$ cat config.mk
export PLATFORM = sky130hd
export DESIGN_NAME = adat_tx_param
export DESIGN_NICKNAME = d
export VERILOG_FILES = /design/src/rtl/adat_tx_param.sv
export SDC_FILE = /design/constraint.sdc
export NUM_CORES = 1
export LEC_CHECK = 0
export CAP_MARGIN = 20
export CORE_AREA = 2 2 209 211
export CTS_BUF_LIST = sky130_fd_sc_hd__clkbuf_2
export DETAILED_ROUTE_END_ITERATION = 8
export DIE_AREA = 0 0 211 213
export PLACE_DENSITY = 0.66
export SYNTH_ARGS = -nofsm -noshare
export SYNTH_HDL_FRONTEND = slang
export SYNTH_SLANG_ARGS = --single-unit
export TNS_END_PERCENT = 100
$ cat constraint.sdc
create_clock -name clk -period 3.3 [get_ports clk]
set_clock_uncertainty 0.2 [all_clocks]
set_input_delay 0.495 -clock clk [delete_from_list [all_inputs] [get_ports clk]]
set_output_delay 0.495 -clock clk [all_outputs]
set_load 0.05 [all_outputs]
$ cat src/rtl/adat_tx_param.sv
// ADAT lightpipe transmitter with one-frame holding buffer.
// Serialises 256-bit NRZ frames as NRZI, one bit per bit_en strobe.
module adat_tx_param #(
  parameter int SAMPLE_WIDTH  = 24,
  parameter int NUM_CHANNELS  = 8,
  parameter int UNDERRUN_MODE = 0
) (
  input  logic                                 clk,
  input  logic                                 rst,
  input  logic                                 bit_en,
  input  logic                                 in_valid,
  output logic                                 in_ready,
  input  logic [NUM_CHANNELS*SAMPLE_WIDTH-1:0] in_data,
  input  logic [2:0]                           user_bits,
  input  logic [NUM_CHANNELS-1:0]              mute,
  output logic                                 adat_out,
  output logic                                 frame_start,
  output logic                                 underrun,
  output logic [15:0]                          underrun_count
);

  localparam int PW = NUM_CHANNELS * SAMPLE_WIDTH;

  logic [PW-1:0]  buf_q;
  logic [PW-1:0]  last_q;
  logic [PW-1:0]  audio;
  logic           buf_full;
  logic [7:0]     bit_cnt;
  logic [255:0]   sr_q;
  logic [255:0]   frame;
  logic [23:0]    slot [8];
  logic           load;
  logic           accept;

  assign load     = bit_en && (bit_cnt == 8'd255);
  assign accept   = in_valid && !buf_full;
  assign in_ready = !buf_full;

  // Underrun payload: silence, or replay of the last sent pre-mute audio
  assign audio = buf_full ? buf_q :
                 ((UNDERRUN_MODE != 0) ? last_q : '0);

  for (genvar c = 0; c < 8; c++) begin : g_slot
    if (c < NUM_CHANNELS) begin : g_act
      logic [23:0] s;
      always_comb begin
        s = '0;
        s[23 -: SAMPLE_WIDTH] = audio[c*SAMPLE_WIDTH +: SAMPLE_WIDTH];
      end
      assign slot[c] = mute[c] ? 24'd0 : s;
    end else begin : g_off
      assign slot[c] = 24'd0;
    end
  end

  assign frame[15:0] = {1'b0, user_bits, 12'h801};

  for (genvar c = 0; c < 8; c++) begin : g_ch
    for (genvar s = 0; s < 6; s++) begin : g_nib
      localparam int B = 16 + (c*6 + s)*5;
      assign frame[B] = 1'b1;
      for (genvar k = 0; k < 4; k++) begin : g_bit
        assign frame[B+1+k] = slot[c][23-4*s-k];
      end
    end
  end

  always_ff @(posedge clk or negedge rst) begin
    if (!rst) begin
      buf_q    <= '0;
      buf_full <= 1'b0;
      last_q   <= '0;
    end else begin
      if (accept) begin
        buf_q    <= in_data;
        buf_full <= 1'b1;
      end else if (load && buf_full) begin
        buf_full <= 1'b0;
        last_q   <= buf_q;
      end
    end
  end

  // Bit 0 of a new frame goes straight to the line on the load edge
  always_ff @(posedge clk or negedge rst) begin
    if (!rst) begin
      bit_cnt        <= 8'hFF;
      sr_q           <= '0;
      adat_out       <= 1'b0;
      frame_start    <= 1'b0;
      underrun       <= 1'b0;
      underrun_count <= '0;
    end else begin
      frame_start <= load;
      underrun    <= load && !buf_full;
      if (load) begin
        bit_cnt  <= 8'd0;
        sr_q     <= {1'b0, frame[255:1]};
        adat_out <= adat_out ^ frame[0];
        if (!buf_full && underrun_count != 16'hFFFF)
          underrun_count <= underrun_count + 16'd1;
      end else if (bit_en) begin
        bit_cnt  <= bit_cnt + 8'd1;
        sr_q     <= {1'b0, sr_q[255:1]};
        adat_out <= adat_out ^ sr_q[0];
      end
    end
  end

endmodule

Figure 1. Track usage over the die.
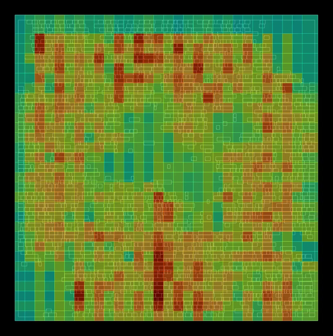
met1 usage: 0.2679
most utilized layer in the global route result: met2
final cell utilization of the core: 0.5825
average wire per cell in the routed design: 18.19 um

Figure 2. Port wiring.
Scale bar: 50 um.
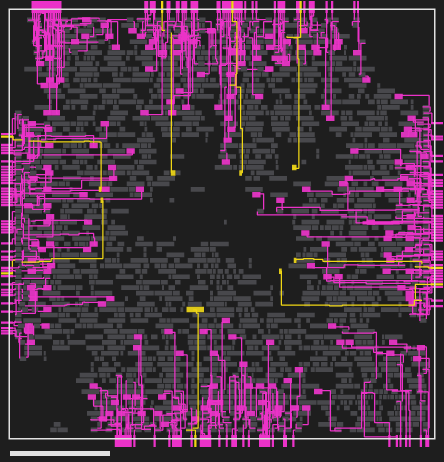
[magenta] `in_data` | bits: 192 | direction: input | edge: 62 top, 49 bottom, 42 left, 39 right | end cells: 192 | buffers: 384 | wire: 8,470 um
[yellow] `mute` | bits: 8 | direction: input | edge: 3 top, 2 left, 2 right, 1 bottom | end cells: 8 | buffers: 8 | wire: 663 um
buffers added on ports: 226
I/O pin total: 227

Figure 3. Logic cells by family.
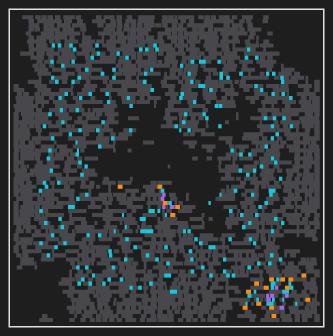
[orange] xor and xnor cells | cells: 18 | most used: xor2_1 | where: bottom right
[cyan] nor cells | cells: 224 | most used: nor2b_1 | where: widely spread
[purple] and/or cells | cells: 10 | most used: and3_1 | where: bottom right
fraction of area in multi-input gates: 0.2644
number of non-filler instances in the completed layout: 2,444
most instantiated logic cell after routing: sky130_fd_sc_hd__dfrtp_1

==> impl_results.html <==
<h2>Synthesis and place &amp; route</h2>
<table>
<tr><th>Metric</th><th>Value</th></tr>
<tr><th colspan="2">Global route</th></tr>
<tr><td>Number of antenna violations at the first check in global routing</td><td>3</td></tr>
<tr><td>Overall routing resource usage</td><td>0.2019</td></tr>
<tr><td>Maximum number of pins on one net before global-route repair</td><td>between 150 and 200</td></tr>
<tr><td>Total global routing overflow</td><td>0</td></tr>
<tr><th colspan="2">Power and ir drop</th></tr>
<tr><td>Leakage power of the design</td><td>about 11 nW</td></tr>
<tr><td>Switching power of the nets</td><td>roughly 4.0 mW</td></tr>
<tr><td>Power dissipated in combinational cells</td><td>around 2.3 mW</td></tr>
<tr><td>Biggest power consumer among the groups</td><td>registers</td></tr>
<tr><th colspan="2">Routing</th></tr>
<tr><td>DRT met1 WL</td><td>around 20,000 um</td></tr>
<tr><th colspan="2">Critical path</th></tr>
<tr><td>Minimum setup slack among reg-to-reg paths</td><td>around 0.76 ns</td></tr>
<tr><td>Maximum fanout along the worst path</td><td>6</td></tr>
<tr><td>Depth of the critical timing path with buffers and inverters included</td><td>1</td></tr>
<tr><td>Startpoint types</td><td>flip-flop</td></tr>
<tr><th colspan="2">Layout</th></tr>
<tr><td>Clock buffer cells</td><td>approximately 180</td></tr>
<tr><td>Number of nets in the finished design</td><td>around 2,000</td></tr>
<tr><td>Seq Cell Count</td><td>between 400 and 500</td></tr>
<tr><td>Multi-input gates</td><td>approximately 740</td></tr>
<tr><td>Proportion of cell area spent on the clock network</td><td>0.04246</td></tr>
<tr><th colspan="2">Synthesis</th></tr>
<tr><td>Total standard cell area after synthesis</td><td>about 0.019 mm^2</td></tr>
<tr><td>Yosys cell types</td><td>approximately 40</td></tr>
<tr><td>Top cells by area</td><td>sky130_fd_sc_hd__dfrtp_1, sky130_fd_sc_hd__mux2_2, sky130_fd_sc_hd__a221o_1</td></tr>
<tr><td>Seq share, synth</td><td>0.6256</td></tr>
<tr><td>Area of the synthesized netlist per yosys stat</td><td>around 0.019 mm^2</td></tr>
<tr><td>AND/OR/NAND/NOR Cells, Area Fraction</td><td>0.08455</td></tr>
<tr><td>Compound-cell area share of the yosys netlist</td><td>0.1321</td></tr>
<tr><th colspan="2">Die</th></tr>
<tr><td>Tapcell count</td><td>546</td></tr>
<tr><th colspan="2">Final timing</th></tr>
<tr><td>Hold Slack</td><td>0.1805 ns</td></tr>
<tr><td>Final tally of hold violations</td><td>0</td></tr>
<tr><th colspan="2">Job</th></tr>
<tr><td>Maxcap violations</td><td>0</td></tr>
<tr><td>Count of warning messages emitted by the tools</td><td>30</td></tr>
<tr><th colspan="2">Place</th></tr>
<tr><td>DP Worst Slack</td><td>approximately 0.74 ns</td></tr>
<tr><th colspan="2">Status</th></tr>
<tr><td>Run status</td><td>finished, final reports clean</td></tr>
<tr><th colspan="2">CTS</th></tr>
<tr><td>Library cell used as clock root buffer</td><td>sky130_fd_sc_hd__clkbuf_2</td></tr>
<tr><th colspan="2">Min path</th></tr>
<tr><td>Worst Hold Launch</td><td>mute[3]</td></tr>
</table>
Power figures rest on the tool's default switching activity, not on a simulated workload.
